[src/rtl/fetch_stage_pkg.sv]
// Shared types and constants for the instruction fetch stage.
`timescale 1ns/1ps
package fetch_stage_pkg;

  typedef logic [31:0] regval_t;

  localparam regval_t     NOP              = 32'h8000_0000;
  localparam regval_t     DEFAULT_RESET_PC = 32'h0000_0000;
  localparam int unsigned DEFAULT_PC_STEP  = 4;

  typedef logic [1:0] fetch_state_t;

  localparam fetch_state_t ST_ISSUE       = 2'd0;
  localparam fetch_state_t ST_WAIT        = 2'd1;
  localparam fetch_state_t ST_PRESENT     = 2'd2;
  localparam fetch_state_t ST_BRANCH_WAIT = 2'd3;

endpackage

[src/rtl/fetch_stage_if.sv]
// Fetch-stage links: fetch-to-decode, write-to-fetch redirect and instruction memory.
`timescale 1ns/1ps
interface fetch_stage_if;
  import fetch_stage_pkg::*;

  regval_t pc;
  regval_t instruction;
  logic    is_valid;
  logic    hold;
  logic    is_pc_changing;
  logic    early_flush;
  logic    has_flushed;
  regval_t next_pc;
  logic    mem_read;
  regval_t mem_address;
  logic    mem_waitrequest;
  logic    mem_readdatavalid;
  regval_t mem_readdata;

  modport master (
    output pc, instruction, is_valid, mem_read, mem_address,
    input  hold, is_pc_changing, early_flush, has_flushed, next_pc,
           mem_waitrequest, mem_readdatavalid, mem_readdata
  );

  modport slave (
    input  pc, instruction, is_valid, mem_read, mem_address,
    output hold, is_pc_changing, early_flush, has_flushed, next_pc,
           mem_waitrequest, mem_readdatavalid, mem_readdata
  );

endinterface

[src/rtl/fetch_stage.sv]
// Pipeline front end: owns the PC, issues one instruction-memory read at a time
// and presents each {pc, instruction} to decode under valid/hold flow control.
`timescale 1ns/1ps
module fetch_stage
  import fetch_stage_pkg::*;
#(
  parameter regval_t     RESET_PC = DEFAULT_RESET_PC,
  parameter int unsigned PC_STEP  = DEFAULT_PC_STEP
) (
  input logic           clock,
  input logic           reset,
  fetch_stage_if.master bus
);

  fetch_state_t state;
  regval_t      fetch_pc;
  regval_t      held_addr;
  logic         held_valid;
  logic         drop;
  logic         pending_change;
  logic         accepted;

  assign accepted        = (state == ST_ISSUE) && !bus.mem_waitrequest;
  assign bus.mem_read    = (state == ST_ISSUE) && !reset;
  // A redirect during a stalled request must not disturb the address on the bus.
  assign bus.mem_address = held_valid ? held_addr : fetch_pc;

  always_ff @(posedge clock) begin
    if (reset) begin
      state           <= ST_ISSUE;
      fetch_pc        <= RESET_PC;
      held_addr       <= RESET_PC;
      held_valid      <= 1'b0;
      drop            <= 1'b0;
      pending_change  <= 1'b0;
      bus.pc          <= RESET_PC;
      bus.instruction <= NOP;
      bus.is_valid    <= 1'b0;
    end else begin
      if (accepted)
        held_valid <= 1'b0;

      if (bus.has_flushed) begin
        fetch_pc        <= bus.next_pc;
        bus.is_valid    <= 1'b0;
        bus.instruction <= NOP;
        pending_change  <= 1'b0;
        case (state)
          ST_ISSUE: begin
            drop <= 1'b1;
            if (accepted) begin
              state <= ST_WAIT;
            end else if (!held_valid) begin
              held_addr  <= fetch_pc;
              held_valid <= 1'b1;
            end
          end
          ST_WAIT: begin
            if (bus.mem_readdatavalid) begin
              drop  <= 1'b0;
              state <= ST_ISSUE;
            end else begin
              drop <= 1'b1;
            end
          end
          default: state <= ST_ISSUE;
        endcase
      end else if (bus.early_flush) begin
        bus.is_valid    <= 1'b0;
        bus.instruction <= NOP;
        // Outstanding reads still complete (one in flight at most); the
        // pending flag then steers the discard into BRANCH_WAIT.
        case (state)
          ST_ISSUE: begin
            drop           <= 1'b1;
            pending_change <= 1'b1;
            if (accepted)
              state <= ST_WAIT;
          end
          ST_WAIT: begin
            if (bus.mem_readdatavalid) begin
              drop  <= 1'b0;
              state <= ST_BRANCH_WAIT;
            end else begin
              drop           <= 1'b1;
              pending_change <= 1'b1;
            end
          end
          ST_PRESENT: state <= ST_BRANCH_WAIT;
          default: ;
        endcase
      end else begin
        case (state)
          ST_ISSUE: begin
            if (bus.is_pc_changing)
              pending_change <= 1'b1;
            if (accepted)
              state <= ST_WAIT;
          end
          ST_WAIT: begin
            if (bus.is_pc_changing)
              pending_change <= 1'b1;
            if (bus.mem_readdatavalid) begin
              if (drop) begin
                drop  <= 1'b0;
                state <= (pending_change || bus.is_pc_changing) ? ST_BRANCH_WAIT : ST_ISSUE;
              end else begin
                bus.pc          <= fetch_pc;
                bus.instruction <= bus.mem_readdata;
                bus.is_valid    <= 1'b1;
                fetch_pc        <= fetch_pc + regval_t'(PC_STEP);
                state           <= ST_PRESENT;
              end
            end
          end
          ST_PRESENT: begin
            if (!bus.hold) begin
              bus.is_valid    <= 1'b0;
              bus.instruction <= NOP;
              state <= (pending_change || bus.is_pc_changing) ? ST_BRANCH_WAIT : ST_ISSUE;
            end
          end
          default: ;
        endcase
      end
    end
  end

endmodule

[src/flat_wrapper.sv]
// flat-port wrapper written by rule: the top's interface ports become plain ports
module fetch_stage_flat import fetch_stage_pkg::*;
#(
  parameter regval_t     RESET_PC = DEFAULT_RESET_PC,
  parameter int unsigned PC_STEP  = DEFAULT_PC_STEP
)
  (clock, reset, bus_pc, bus_instruction, bus_is_valid, bus_mem_read, bus_mem_address, bus_hold, bus_is_pc_changing, bus_early_flush, bus_has_flushed, bus_next_pc, bus_mem_waitrequest, bus_mem_readdatavalid, bus_mem_readdata);
  fetch_stage_if bus_i ();
  input logic clock;
  input logic reset;
  output wire logic [$bits(bus_i.pc)-1:0] bus_pc;
  output wire logic [$bits(bus_i.instruction)-1:0] bus_instruction;
  output wire logic [$bits(bus_i.is_valid)-1:0] bus_is_valid;
  output wire logic [$bits(bus_i.mem_read)-1:0] bus_mem_read;
  output wire logic [$bits(bus_i.mem_address)-1:0] bus_mem_address;
  input wire logic [$bits(bus_i.hold)-1:0] bus_hold;
  input wire logic [$bits(bus_i.is_pc_changing)-1:0] bus_is_pc_changing;
  input wire logic [$bits(bus_i.early_flush)-1:0] bus_early_flush;
  input wire logic [$bits(bus_i.has_flushed)-1:0] bus_has_flushed;
  input wire logic [$bits(bus_i.next_pc)-1:0] bus_next_pc;
  input wire logic [$bits(bus_i.mem_waitrequest)-1:0] bus_mem_waitrequest;
  input wire logic [$bits(bus_i.mem_readdatavalid)-1:0] bus_mem_readdatavalid;
  input wire logic [$bits(bus_i.mem_readdata)-1:0] bus_mem_readdata;
  assign bus_pc = bus_i.pc;
  assign bus_instruction = bus_i.instruction;
  assign bus_is_valid = bus_i.is_valid;
  assign bus_mem_read = bus_i.mem_read;
  assign bus_mem_address = bus_i.mem_address;
  assign bus_i.hold = bus_hold;
  assign bus_i.is_pc_changing = bus_is_pc_changing;
  assign bus_i.early_flush = bus_early_flush;
  assign bus_i.has_flushed = bus_has_flushed;
  assign bus_i.next_pc = bus_next_pc;
  assign bus_i.mem_waitrequest = bus_mem_waitrequest;
  assign bus_i.mem_readdatavalid = bus_mem_readdatavalid;
  assign bus_i.mem_readdata = bus_mem_readdata;
  fetch_stage #(.RESET_PC(RESET_PC), .PC_STEP(PC_STEP)) u_core (.clock(clock), .reset(reset), .bus(bus_i));
endmodule
[config.mk]
export PLATFORM = sky130hd
export DESIGN_NAME = fetch_stage_flat
export DESIGN_NICKNAME = d
export VERILOG_FILES = /design/src/rtl/fetch_stage_pkg.sv /design/src/rtl/fetch_stage_if.sv /design/src/rtl/fetch_stage.sv /design/src/flat_wrapper.sv
export SDC_FILE = /design/constraint.sdc
export NUM_CORES = 1
export LEC_CHECK = 0
export CORE_AREA = 5 5 112 141
export CTS_CLUSTER_DIAMETER = 200
export CTS_CLUSTER_SIZE = 20
export DETAILED_ROUTE_END_ITERATION = 7
export DIE_AREA = 0 0 117 146
export HOLD_SLACK_MARGIN = 0.08
export PLACE_DENSITY_LB_ADDON = 0.25
export SYNTH_ARGS = -nofsm -noshare
export SYNTH_HDL_FRONTEND = slang
export SYNTH_SLANG_ARGS = --single-unit
[constraint.sdc]
create_clock -name clock -period 2.7 [get_ports clock]
set_input_delay 0.27 -clock clock [delete_from_list [all_inputs] [get_ports clock]]
set_output_delay 0.27 -clock clock [all_outputs]
set_load 0.02 [all_outputs]
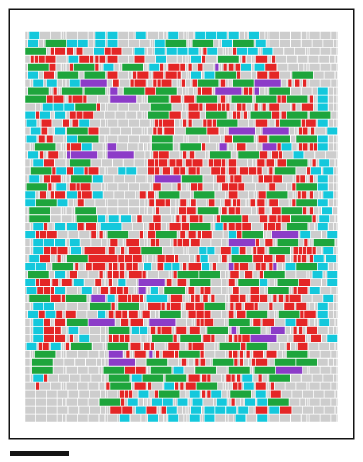
(run_1/placement_by_type.png)
The bar under the picture is 20 um long. Fill, decap, tap and diode cells in gray.
| color | class | cells |
|---|---|---|
| green | flops | 134 |
| cyan | other buffers and delay cells | 189 |
| red | combinational and other logic | 526 |
| purple | clock drivers and dummy loads | 32 |

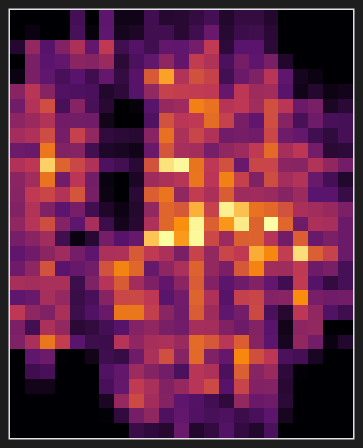
(run_1/metal_density.png)
The die is cut into 23 by 29 equal tiles; black is low, pale yellow is high, scaled to the fullest tile. Values are wire area over tile area, all layers added.
tiles over half the peak: 19%
fullest tile: 0.55
densest ninth of the die: middle
mean over tiles: 0.17
nearly empty tiles: 14%

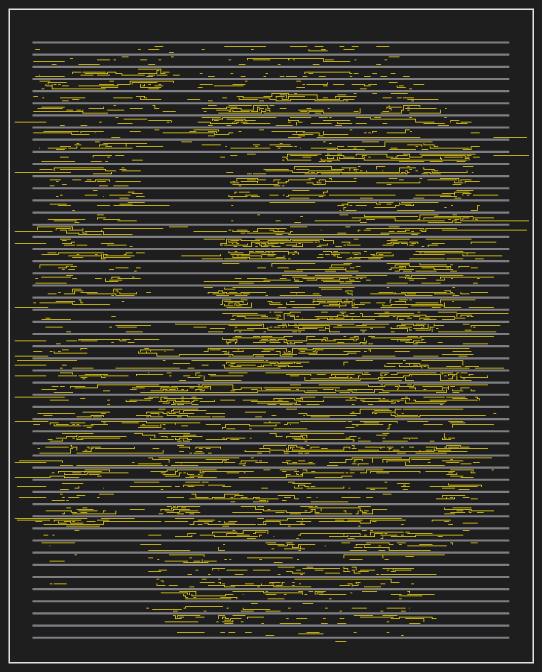
(run_1/layer_met1.png)
Supply wires on this layer in gray.
wire length on this layer: 6920 um
share of all routed wire: 38%
nets with wire on the layer: 838

==> run 1: path summary, 6_finish.rpt <==
path | start | endpoint | slack, ns | depth (start not counted)
worst min register to register | u_core.bus.pc[20] | u_core.bus.pc[20] | 0.45 | 2
worst max-delay path | u_core.state[1] | u_core.fetch_pc[16] | 0.21 | 6
worst min-delay path | reset | u_core.held_addr[14] | 0.38 | 2
worst max register to register | u_core.state[1] | u_core.fetch_pc[16] | 0.21 | 6
==> run 1: cell type report <==
type                    instances  area (um^2)  share of cell area
clock buffers                  25          495              0.0572
clock inverters                 7         46.3             0.00534
inverters                       7         26.3             0.00303
multi-input cells             519         3330               0.384
flip-flops and latches        134         2680               0.310
well taps                     178          223              0.0257
repair buffers                189         1860               0.215
==> run notes, run 1 <==
fresh numbers from the pnr run: most instantiated logic cells after routing clkdlybuf4s50_1 (168), dfxtp_1 (134), nor2_1 (98), Top-area cell share 0.425, Logic pwr share 0.254, Critical Path End Type flip-flop, Mapped Area 6310 um^2, # setup viols final 0, Final Critical Period 2.49 ns, Slowest-stage cell, CP or4_1, Flop+latch power 2.18 mW, Gate Count Post-Synth 716, largest net degree at the start of global routing 66, crit path max fanout 12, grt peak-use layer met2, CTS Hold Buffers Added 0, tool warnings 29, ratio of cells with drive above 1 in the final layout 0.103, Clk pwr share 0.365, max_cap viols 0, post-layout util 0.609, Num CTS Buffers 17, worst path arrival time 2.81 ns, Die H 146 um, largest power group sequential cells, CTS H-tree depth 4, first-pass GRT wire length 29200 um, Post-DP Area 8130 um^2, Flop pwr share 0.381, Switching Power 1.67 mW, via count 5777, ANT nets after route 0, status completed, most common cell in the synthesized netlist dfxtp_1, Basic Gates by Area 0.237, root buffer cell clkbuf_16, DP HPWL 13000 um, pre-CTS WS 0.289 ns, Seq cells post-synth 134, FP Util 0.444, peak supply drop 0.425 mV, post-synthesis cell count from yosys 716, Finished Cell Area 8670 um^2, flip-flops with a built-in enable 0, Leakage 3.05 nW, worst path cell trace inv_1, ha_1, and4bb_2, nand3_1, or4_1, a311oi_1, n_diodes 0, sw frac 0.291, CTS clock-pin slew for the worst setup and hold paths 0.06 ns, Synth logic family simple AND/OR/NAND/NOR gates, Setup Skew 0.00793 ns, Pre-Repair DR Iteration Count 4, placed cells 1027, Die W 117 um, HP Class in2reg, grt ovf 0, Post-synth ARST share 0, XOR Share, Synth 0.0125, die area 17100 um^2, yosys stat area 6310 um^2, M3 GR Usage 0.0757, Core ar. 14200 um^2, M2 GR Usage 0.372, Power, Total 5.73 mW, Adder Area Share 0.00991, Crit Path Category reg2reg, I/O pins 170, Port Buffer Count 169, postcts setup bufs 0, Slew Limit Fails 0, Commonest cells post-synth dfxtp_1 (134), nor2_1 (99), nand2_1 (86), mux frac, synth 0.158, P per Cell Area 661 nW/um^2, slowest stage delay, CP 0.50 ns, clock buffer depth 2, CTS tree done, Post-synth seq share 0.425
==> run 2: changes to the inputs <==
--- a/config.mk
+++ b/config.mk
@@ -5,11 +5,12 @@
 export SDC_FILE = /design/constraint.sdc
 export NUM_CORES = 1
 export LEC_CHECK = 0
-export CORE_AREA = 5 5 112 141
+export ABC_CLOCK_PERIOD_IN_PS = 2700
+export CORE_AREA = 5 5 125 127
 export CTS_CLUSTER_DIAMETER = 200
 export CTS_CLUSTER_SIZE = 20
 export DETAILED_ROUTE_END_ITERATION = 7
-export DIE_AREA = 0 0 117 146
+export DIE_AREA = 0 0 130 132
 export HOLD_SLACK_MARGIN = 0.08
 export PLACE_DENSITY_LB_ADDON = 0.25
 export SYNTH_ARGS = -nofsm -noshare
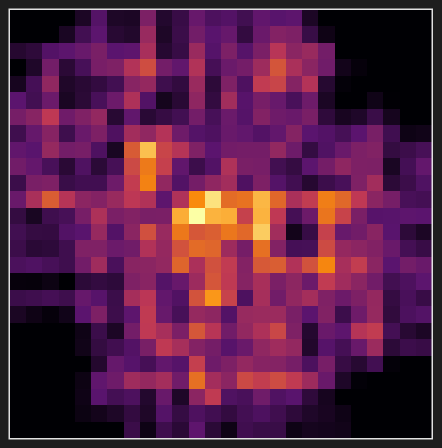
(run_2/metal_density.png)
The die is cut into 26 by 26 equal tiles; black is low, pale yellow is high, scaled to the fullest tile. Values are wire area over tile area, all layers added.
densest ninth of the die: middle
fullest tile: 0.67
mean over tiles: 0.17

==> run notes, run 2 <==
fresh numbers from the pnr run: flip-flops with a built-in enable 0, TAP cells 184, Flop area 2680 um^2, Flop+latch power 2.18 mW, worst setup path endpoint u_core.fetch_pc[18], Switching Power 1.64 mW, max_cap viols 0, tool warnings 29, Adder Area Share 0.00991, CTS Hold Buffers Added 0, yosys stat area 6310 um^2, R2R setup slack 0.20 ns, Inverters 7, grt ovf 0, Top-area cell share 0.425, Die H 132 um, largest net degree at the start of global routing 57, status completed, most instantiated logic cells after routing clkdlybuf4s50_1 (168), dfxtp_1 (134), nor2_1 (98), M3 GR Usage 0.0559, CTS H-tree depth 4, P per Cell Area 657 nW/um^2, Seq area share 0.310, Leakage 3.04 nW, Mapped Area 6310 um^2, most common cell in the synthesized netlist dfxtp_1, Finished Cell Area 8640 um^2, ANT nets after route 0, via count 5792, XOR Share, Synth 0.0125, CTS tree done, post-layout util 0.604, # setup viols final 0, Logic area 3330 um^2, postcts setup bufs 0, mux frac, synth 0.158, Setup Skew 0.00563 ns, Commonest cells post-synth dfxtp_1 (134), nor2_1 (99), nand2_1 (86), Slew Limit Fails 0, M2 GR Usage 0.338
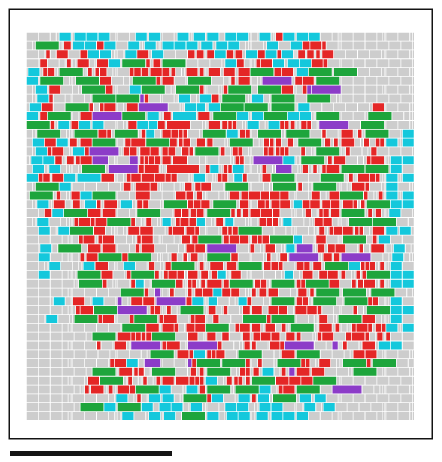
(run_2/placement_by_type.png)
The bar under the picture is 50 um long. Fill, decap, tap and diode cells in gray.
| color | class | cells |
|---|---|---|
| purple | clock drivers and dummy loads | 29 |
| green | flops | 134 |
| red | combinational and other logic | 526 |
| cyan | other buffers and delay cells | 188 |

## run 2: cell counts after synthesis
Identical to the previous run, type by type.
## run 2: kinds of logic (layout without fill, tap and decap cells)
group / Yosys count / after routing
AND-OR/OR-AND: 106 / 106
XOR/XNOR: 9 / 9
multiplexers: 96 / 96
AND/OR/NAND/NOR: 303 / 303
flip-flops: 134 / 134
buffers and inverters: 63 / 224
adder cells (fa/ha/maj): 5 / 5
## run 2: worst max-delay path: cells and delay by family, from the launching register on
family	cells	cell delay (ns)
AOI/OAI and AO/OA	1	0.29
and+or+nand+nor	3	1.21
DFF	1	0.32
adders and majority gates	1	0.46
buffers and inverters	1	0.11
Power figures rest on the tool's default switching activity, not on a simulated workload.
